--- config.mk ---
export PLATFORM = sky130hd
export DESIGN_NAME = charge_station_ctrl
export DESIGN_NICKNAME = d
export VERILOG_FILES = /design/src/rtl/charge_station_ctrl_pkg.sv /design/src/rtl/charge_station_ctrl_channel.sv /design/src/rtl/charge_station_ctrl.sv
export SDC_FILE = /design/constraint.sdc
export NUM_CORES = 1
export LEC_CHECK = 0
export ABC_AREA = 1
export CORE_ASPECT_RATIO = 1.1
export CORE_MARGIN = 5
export CORE_UTILIZATION = 51
export CTS_CLUSTER_DIAMETER = 200
export DETAILED_ROUTE_END_ITERATION = 12
export GPL_TIMING_DRIVEN = 0
export PLACE_DENSITY = 0.71
export SYNTH_ARGS = -nofsm -noshare
export SYNTH_HDL_FRONTEND = slang
export SYNTH_SLANG_ARGS = --single-unit
--- constraint.sdc ---
create_clock -name CLK -period 5.2 [get_ports CLK]
set_input_delay 1.04 -clock CLK [delete_from_list [all_inputs] [get_ports CLK]]
set_output_delay 1.04 -clock CLK [all_outputs]
set_load 0.01 [all_outputs]
--- src/rtl/charge_station_ctrl_pkg.sv ---
// Shared types and helpers for the charge station controller: entry FSM states,
// display blank code and the keypad priority encoder.
package charge_pkg;

    typedef enum logic {
        IDLE  = 1'b0,
        ENTRY = 1'b1
    } state_e;

    typedef enum logic [2:0] {
        KEY_NONE  = 3'd0,
        KEY_CLEAR = 3'd1,
        KEY_ENTER = 3'd2,
        KEY_START = 3'd3,
        KEY_DIGIT = 3'd4
    } key_e;

    localparam logic [7:0] BLANK = 8'hFF;

    // Resolve simultaneous keys of one strobe: clear > enter > start > digit.
    function automatic key_e key_decode(input logic clr, input logic ent,
                                        input logic st, input logic dig);
        key_e k;
        if (clr) begin
            k = KEY_CLEAR;
        end else if (ent) begin
            k = KEY_ENTER;
        end else if (st) begin
            k = KEY_START;
        end else if (dig) begin
            k = KEY_DIGIT;
        end else begin
            k = KEY_NONE;
        end
        return k;
    endfunction

endpackage

--- src/rtl/charge_station_ctrl_channel.sv ---
// One charging port: 8-bit minute countdown with load/top-up, shared tick,
// relay enable and a one-cycle done pulse when the countdown expires.
module charge_channel
    import charge_pkg::*;
#(
    parameter logic [7:0] CAP = 8'd40
) (
    input  logic       clk,
    input  logic       rst_n,
    input  logic       load,
    input  logic       tick,
    input  logic [7:0] add,
    output logic       busy,
    output logic [7:0] rem,
    output logic       done
);

    logic [7:0] rem_q, rem_d;
    logic       busy_q, busy_d;
    logic       done_q, done_d;
    logic [8:0] sum_s;

    // Next remaining time: a load (fresh or top-up) takes precedence over a tick.
    always_comb begin
        sum_s  = {1'b0, rem_q} + {1'b0, add};
        rem_d  = rem_q;
        done_d = 1'b0;
        if (load) begin
            rem_d = (sum_s > {1'b0, CAP}) ? CAP : sum_s[7:0];
        end else if (tick && (rem_q != 8'd0)) begin
            rem_d  = rem_q - 8'd1;
            done_d = (rem_q == 8'd1);
        end else begin
            rem_d = rem_q;
        end
        busy_d = (rem_d != 8'd0);
    end

    // Channel state registers.
    always_ff @(posedge clk or negedge rst_n) begin
        if (!rst_n) begin
            rem_q  <= 8'd0;
            busy_q <= 1'b0;
            done_q <= 1'b0;
        end else begin
            rem_q  <= rem_d;
            busy_q <= busy_d;
            done_q <= done_d;
        end
    end

    assign rem  = rem_q;
    assign busy = busy_q;
    assign done = done_q;

endmodule

--- src/rtl/charge_station_ctrl.sv ---
// Paid phone-charging controller: keypad amount entry with idle timeout, shared
// minute prescaler and CHANNELS independent countdown channels.
module charge_station_ctrl
    import charge_pkg::*;
#(
    parameter int CHANNELS     = 2,
    parameter int DIGITS       = 2,
    parameter int MAX_MONEY    = 20,
    parameter int RATE         = 2,
    parameter int TICK_DIV     = 25000,
    parameter int IDLE_TIMEOUT = 250000,
    localparam int CSW = (CHANNELS > 1) ? $clog2(CHANNELS) : 1
) (
    input  logic                  CLK,
    input  logic                  RST_N,
    input  logic                  start_set,
    input  logic                  key_start,
    input  logic                  key_clear,
    input  logic                  key_enter,
    input  logic [4:0]            key_num,
    input  logic [CSW-1:0]        ch_sel,
    output logic [7:0]            disp_money,
    output logic [7:0]            disp_time,
    output logic [CHANNELS-1:0]   ch_busy,
    output logic [CHANNELS*8-1:0] ch_rem,
    output logic [CHANNELS-1:0]   ch_done
);

    localparam int          PW    = $clog2(TICK_DIV);
    localparam int          IW    = $clog2(IDLE_TIMEOUT);
    localparam logic [15:0] MOD_W = 16'(10 ** DIGITS);
    localparam logic [7:0]  CAP   = 8'(MAX_MONEY * RATE);

    state_e            state_q, state_d;
    logic [7:0]        money_q, money_d;
    logic              set_d_q;
    logic [PW-1:0]     presc_q, presc_d;
    logic [IW-1:0]     idle_q, idle_d;
    logic [7:0]        disp_money_q, disp_money_d;
    logic [7:0]        disp_time_q, disp_time_d;

    logic              ev_s;
    logic              tick_s;
    key_e              key_s;
    logic [15:0]       prod_s;
    logic [15:0]       t_s;
    logic [7:0]        money_dig_s;
    logic [7:0]        money_time_s;
    logic [31:0]       sel_ext_s;
    logic              enter_ok_s;
    logic [CHANNELS-1:0] load_s;

    // Key event decode, prescaler tick and the entry FSM next state.
    always_comb begin
        ev_s         = start_set & ~set_d_q;
        key_s        = key_decode(ev_s & key_clear, ev_s & key_enter,
                                  ev_s & key_start, ev_s & (key_num < 5'd10));
        tick_s       = (presc_q == PW'(TICK_DIV - 1));
        presc_d      = tick_s ? '0 : presc_q + PW'(1);
        prod_s       = {8'd0, money_q} * 16'd10 + {11'd0, key_num};
        t_s          = prod_s % MOD_W;
        money_dig_s  = (t_s > 16'(MAX_MONEY)) ? 8'(MAX_MONEY) : t_s[7:0];
        money_time_s = money_q * 8'(RATE);
        sel_ext_s    = 32'(ch_sel);
        enter_ok_s   = (state_q == ENTRY) && (key_s == KEY_ENTER) &&
                       (money_q != 8'd0) && (sel_ext_s < 32'(CHANNELS));
        for (int i = 0; i < CHANNELS; i++) begin
            load_s[i] = enter_ok_s && (sel_ext_s == 32'(i));
        end

        state_d = state_q;
        money_d = money_q;
        idle_d  = idle_q;
        case (state_q)
            IDLE: begin
                money_d = 8'd0;
                idle_d  = '0;
                if (key_s == KEY_START) begin
                    state_d = ENTRY;
                end else begin
                    state_d = IDLE;
                end
            end
            ENTRY: begin
                case (key_s)
                    KEY_CLEAR: begin
                        money_d = 8'd0;
                        idle_d  = '0;
                    end
                    KEY_ENTER: begin
                        money_d = enter_ok_s ? 8'd0 : money_q;
                        idle_d  = '0;
                    end
                    KEY_START: idle_d = '0;
                    KEY_DIGIT: begin
                        money_d = money_dig_s;
                        idle_d  = '0;
                    end
                    default: begin
                        if (idle_q == IW'(IDLE_TIMEOUT - 1)) begin
                            state_d = IDLE;
                            money_d = 8'd0;
                            idle_d  = '0;
                        end else begin
                            idle_d = idle_q + IW'(1);
                        end
                    end
                endcase
            end
            default: begin
                state_d = IDLE;
                money_d = 8'd0;
                idle_d  = '0;
            end
        endcase

        disp_money_d = (state_q == ENTRY) ? money_q : BLANK;
        disp_time_d  = (state_q == ENTRY) ? money_time_s : BLANK;
    end

    // Controller registers; strobe history resets high so a held strobe is not an event.
    always_ff @(posedge CLK or negedge RST_N) begin
        if (!RST_N) begin
            state_q      <= IDLE;
            money_q      <= 8'd0;
            set_d_q      <= 1'b1;
            presc_q      <= '0;
            idle_q       <= '0;
            disp_money_q <= BLANK;
            disp_time_q  <= BLANK;
        end else begin
            state_q      <= state_d;
            money_q      <= money_d;
            set_d_q      <= start_set;
            presc_q      <= presc_d;
            idle_q       <= idle_d;
            disp_money_q <= disp_money_d;
            disp_time_q  <= disp_time_d;
        end
    end

    assign disp_money = disp_money_q;
    assign disp_time  = disp_time_q;

    for (genvar i = 0; i < CHANNELS; i++) begin : g_ch
        charge_channel #(
            .CAP(CAP)
        ) u_ch (
            .clk  (CLK),
            .rst_n(RST_N),
            .load (load_s[i]),
            .tick (tick_s),
            .add  (money_time_s),
            .busy (ch_busy[i]),
            .rem  (ch_rem[i*8 +: 8]),
            .done (ch_done[i])
        );
    end

endmodule

==> run_1/floorplan.png <==
Scale bar: 20 um. Pins as bars on the die edge.
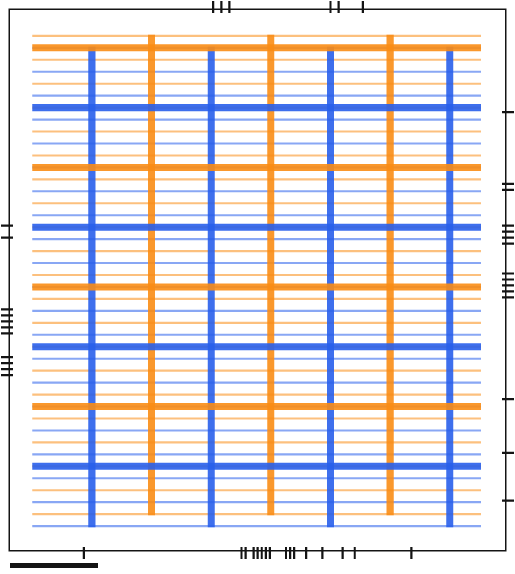
| color | net |
|---|---|
| blue | VSS |
| orange | VDD |
met1 rails: 42
rows: 41
met4 straps: 7
met5 straps: 8
signal pins: 48
Die H: 123 um
maximum VDD drop: 0.000167 V
Die W: 113 um
core area: 11,400 sq um

==> run_1/class_map.png <==
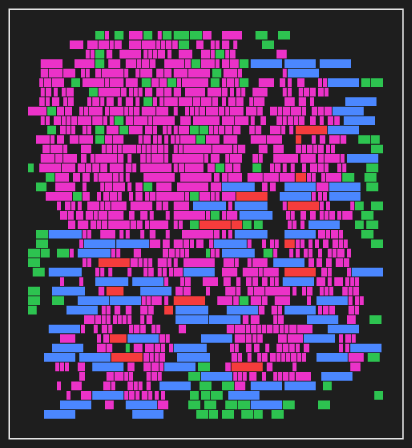
| color | class | cells | share of their area |
|---|---|---|---|
| magenta | remaining logic cells | 730 | 61% |
| green | remaining buffers and delay cells | 98 | 11% |
| blue | registers | 72 | 24% |
| red | clock drivers and dummy loads | 16 | 3.9% |
sequential cell area share: 23.8%
FP Rows: 41
Final Util: 67.4%

==> flow_summary.ini, run 1 <==
; flow metrics
[detailed_routing]
wl_met3_um = 464
dr_wl_met2_mm = 7.48
vias = 5614
via_per_inst = 5.27

[layout]
clkbuf_count = 11
logic_gates = 605
n_antenna_cell = 0
logic_area_sq_um = 4060
regMostFlops = idle_q
area_share_nonclk_buffers_pct = 10.9
inverters = 125
syn_to_final_growth_pct = 29.9
largest_reg_flops = 18
stdcell_area_sq_um = 7670
largest_cell_class = combinational gates

[placed_design]
io_buffers = 47
dp_slack_ns = -0.626
post-dp-hpwl_mm = 10.3

[grt]
track_usage_pct = 20.2
grt-ovfl-total = 0
antenna_found_initial = 0
grtUsageMet1_pct = 24.5

[min_path]
holdPathEnd = idle_q[0]
hold_class = reg2reg
min-delay-start = idle_q[0]

[logic_synthesis]
ys_async_sr_fraction_pct = 100
avgSynthCellArea_sq_um = 7.24
xor_share_pct = 4.30
syn_inst = 815
synthMostInstantiatedCell = nand2_1
ys_sh_adder_pct = 9.41
synthesis.area_sq_um = 5900
edf_count = 0
ff_type = dfrtp_1

[clock_network]
cts_root_buf = clkbuf_16
clk_pin_slew_worst_paths_ns = 0.06
cts_tree = built
cts_resized = 12
cts-buffers-inserted = 9
clockBufferDepth = 2

[power]
combPwrFrac_pct = 23.0
maxPowerGroup = registers
cellPowerDensity_nw_per_um2 = 206
p_comb_mw = 0.364
seqPwrFrac_pct = 39.8

[sta]
max-slew-margin-rel_pct = 40.0
period_minus_slack_ns = 5.08
setup_tns_ns = 0
period_used_pct = 97.6
worstMarginPinSlew_ns = 0.900
rsz0062_at_grt = yes

[die]
io_pins = 48
nWellTaps = 150

[flow_run]
drv_cap = 0

[worst_setup_path]
start_kind = flip-flop
arrival_ns = 5.30
crit_start = money_q[3]
critPathRequiredTime_ns = 5.42
cp_top_family = simple AND/OR/NAND/NOR gates
crit_end = money_q[2]
cp_slowest_cell = fa_2
cpPeakStageDelay_ns = 0.49
worst-path-stages = 40

[status]
status = completed
==> run_1/clock_wires.png <==
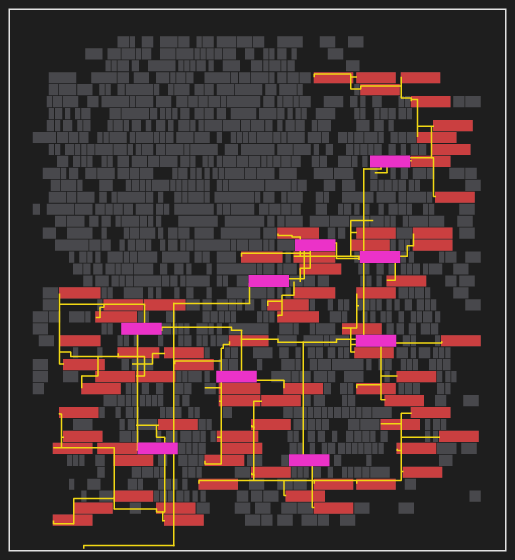
[yellow] clock wires | length: 934 um
[red] flip-flops | count: 72
[magenta] clock-net drivers | count: 9
routed clock nets: 10
flops lie: widely spread
insertion delay to the later sink of the worst-skew pair: 0.34 ns
Clk. pwr: 0.589 mW
Clock Skew: 0.0124 ns
Clock Power Share: 37.2%

==> run_1/layers.png <==
Scale bar: 20 um.
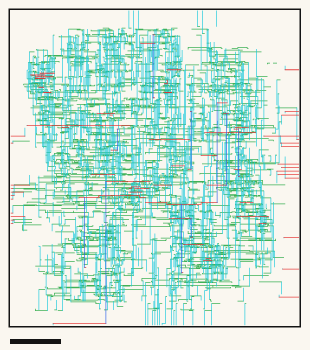

==> run 2: changes to the inputs <==
CORE_ASPECT_RATIO = 0.5   (was 1.1)
SYNTH_HIERARCHICAL = 1   (was unset)
==> run_2/layers.png <==
Scale bar: 50 um.
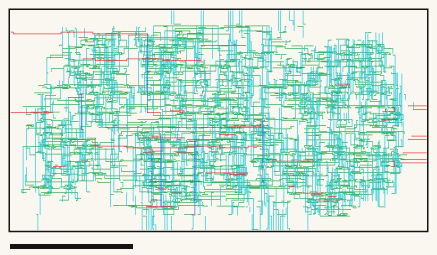
| color | layer | wire length |
|---|---|---|
| blue | M4 | 148 um |
| red | M3 | 606 um |
| cyan | M2 | 7,710 um |
| green | M1 | 7,000 um |
Wirelength per Cell: 13.0 um
final wirelength: 15.5 mm
Tot GR Track Use: 20.4%
via count: 6,181

==> run_2/congestion_map.png <==
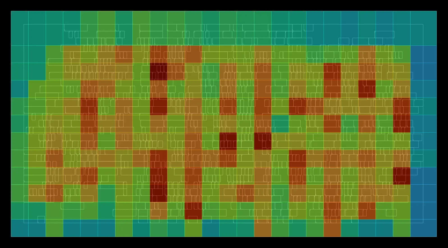
GR Util met3: 4.55%
met2 Usage GRT: 36.8%
Final Util: 64.5%

==> run_2/floorplan.png <==
Scale bar: 50 um. Pins as bars on the die edge.
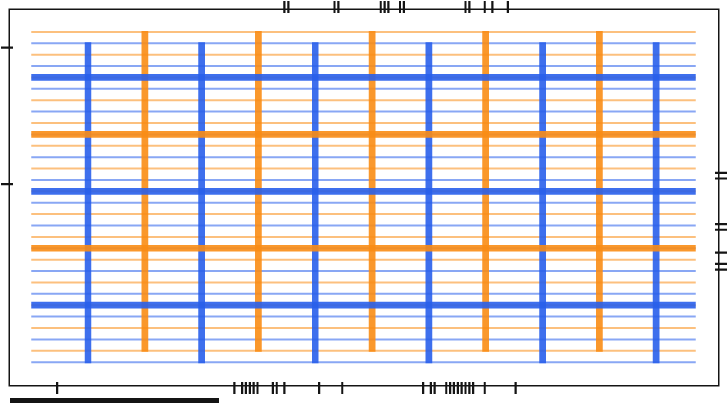
| color | net |
|---|---|
| orange | VDD |
| blue | VSS |
signal pins: 48
met4 straps: 11
rows: 29
core area: 12,500 sq um
Die H: 89.6 um
maximum VDD drop: 0.000154 V
Die W: 169 um

==> flow_summary.ini, run 2 <==
; flow metrics
[logic_synthesis]
ys_async_sr_fraction_pct = 100
edf_count = 0
synthesis.area_sq_um = 6450
xor_share_pct = 3.26
avgSynthCellArea_sq_um = 6.88
synthMostInstantiatedCell = nand2_1
ff_type = dfrtp_1
ys_sh_adder_pct = 8.99

[grt]
grt-ovfl-total = 0
antenna_found_initial = 0

[detailed_routing]
dr_wl_met2_mm = 7.71
via_per_inst = 5.21
wl_met3_um = 605

[die]
nWellTaps = 170
io_pins = 48
core.rowCount = 29

[min_path]
min-delay-start = idle_q[0]
hold_class = reg2reg
holdPathEnd = idle_q[0]

[worst_setup_path]
crit_start = key_num[1]
cp_slowest_cell = fa_2
cpPeakStageDelay_ns = 0.38
crit_end = money_q[2]
worst-path-stages = 39
start_kind = input pin
critPathRequiredTime_ns = 5.42
arrival_ns = 5.18

[layout]
stdcell_area_sq_um = 8080
syn_to_final_growth_pct = 25.2
largest_reg_flops = 18
logic_gates = 699
logic_area_sq_um = 4470
seq_share_pct = 22.6
area_share_nonclk_buffers_pct = 8.30
clkbuf_count = 11

[power]
maxPowerGroup = the clock network
cellPowerDensity_nw_per_um2 = 212
pwr-share-clk_pct = 38.4
combPwrFrac_pct = 26.4
seqPwrFrac_pct = 35.2

[placed_design]
io_buffers = 47
dp_slack_ns = -0.543

[clock_network]
clockBufferDepth = 2
clk_pin_slew_worst_paths_ns = 0.06
cts_tree = built
cts_root_buf = clkbuf_16
clkLatencyLatePin_ns = 0.34
cts-buffers-inserted = 9

[sta]
period_minus_slack_ns = 4.96
worstMarginPinSlew_ns = 0.901
max-slew-margin-rel_pct = 39.9
setup_tns_ns = 0

[status]
status = completed
==> run_2/clock_wires.png <==
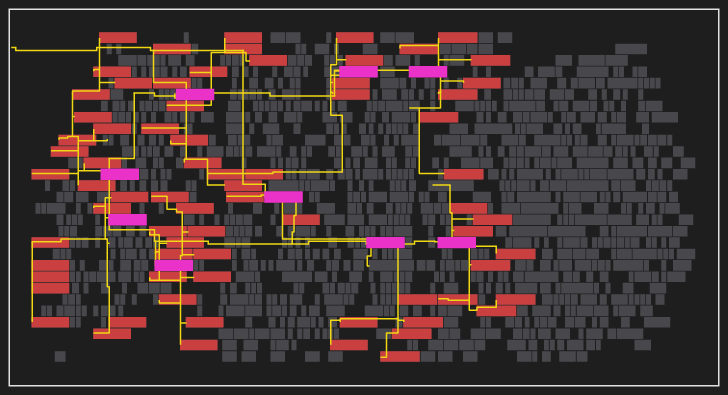

==> run 3: changes to the inputs <==
CORE_UTILIZATION = 40   (was 51)
PLACE_DENSITY = unset   (was 0.71)
==> run_3/clock_wires.png <==
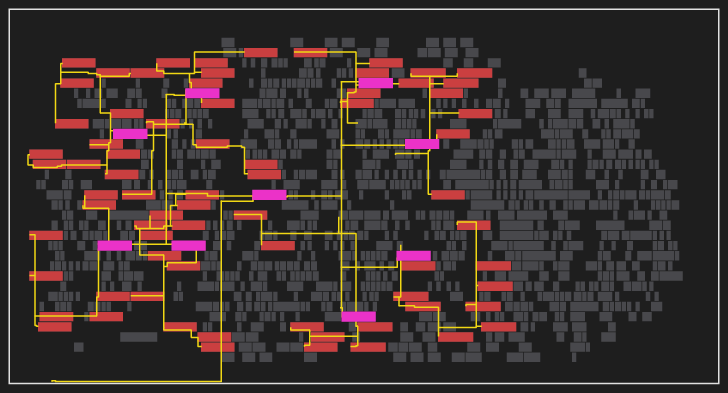
[magenta] clock-net drivers | count: 9
[red] flip-flops | count: 72
[yellow] clock wires | length: 1,080 um
routed clock nets: 10
Clock Skew: 0.00791 ns
Clock Power Share: 37.0%
Clk. pwr: 0.606 mW

==> run_3/class_map.png <==
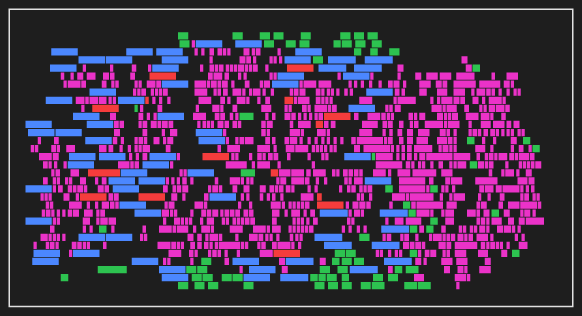
| color | class | cells | share of their area |
|---|---|---|---|
| blue | registers | 72 | 24% |
| green | remaining buffers and delay cells | 76 | 9.3% |
| red | clock drivers and dummy loads | 15 | 3.7% |
| magenta | remaining logic cells | 856 | 63% |
Design Area, Final: 7970 sq um
Final Util: 51.0%

==> run_3/floorplan.png <==
Scale bar: 50 um. Pins as bars on the die edge.
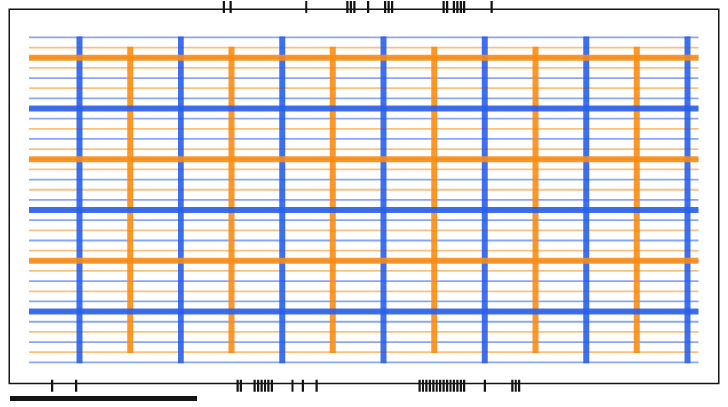
| color | net |
|---|---|
| blue | VSS |
| orange | VDD |
met5 straps: 6
signal pins: 48
rows: 32
core area: 15,600 sq um
maximum VDD drop: 0.000149 V

==> flow_summary.ini, run 3 <==
; flow metrics
[status]
status = completed

[clock_network]
cts_tree = built
cts-buffers-inserted = 9
cts_root_buf = clkbuf_16
clk_pin_slew_worst_paths_ns = 0.06
cts_resized = 9
h-tree-depth = 3
clockBufferDepth = 2

[power]
cellPowerDensity_nw_per_um2 = 205
p_sw_share_pct = 31.5
maxPowerGroup = the clock network
seqPwrFrac_pct = 36.7
combPwrFrac_pct = 26.3

[min_path]
holdPathEnd = idle_q[0]
min-delay-start = idle_q[0]
hold_class = reg2reg

[logic_synthesis]
avgSynthCellArea_sq_um = 6.88
syn_inst = 938
ys_sh_adder_pct = 8.99
edf_count = 0
synthMostInstantiatedCell = nand2_1
synthesis.area_sq_um = 6450
ys_async_sr_fraction_pct = 100
ff_type = dfrtp_1

[grt]
busiest_layer = met2
track_usage_pct = 16.3
antenna_found_initial = 0
grt-ovfl-total = 0
grtUsageMet1_pct = 21.0
met2_usage_pct = 28.6

[worst_setup_path]
arrival_ns = 5.10
start_kind = input pin
cpMostUsedCell = nand2_1
worst-path-stages = 41
critPathRequiredTime_ns = 5.43
crit_start = key_num[1]
cp_slowest_cell = fa_2
cp_top_family = simple AND/OR/NAND/NOR gates
crit_end = money_q[2]

[layout]
layout.cells.non_filler = 1223
logic_gates = 699
area_share_nonclk_buffers_pct = 9.05
inverters = 157
syn_to_final_growth_pct = 23.4
seq_share_pct = 22.8
clkbuf_count = 10
comb_area_share_pct = 53.9
n_antenna_cell = 0
largest_reg_flops = 18
logic_area_sq_um = 4290
regMostFlops = idle_q
largest_cell_class = combinational gates

[detailed_routing]
antenna_left = 0
wl_met3_um = 219
wirelength_mm = 15.1
post_drt_wl_per_cell_um = 12.4
dr_wl_met2_mm = 7.36
vias = 6054

[sta]
max-slew-margin-rel_pct = 66.7
worstMarginPinSlew_ns = 0.497
setup_tns_ns = 0
rsz0062_at_grt = yes
period_minus_slack_ns = 4.87
period_used_pct = 93.7

[die]
nWellTaps = 204
fp.dieH_um = 99.8
core.rowCount = 32
io_pins = 48

[placed_design]
io_buffers = 47
post-dp-hpwl_mm = 11.5
dp_slack_ns = -0.515

[flow_run]
warning_count = 31
Power is estimated from default activity; no workload was simulated.
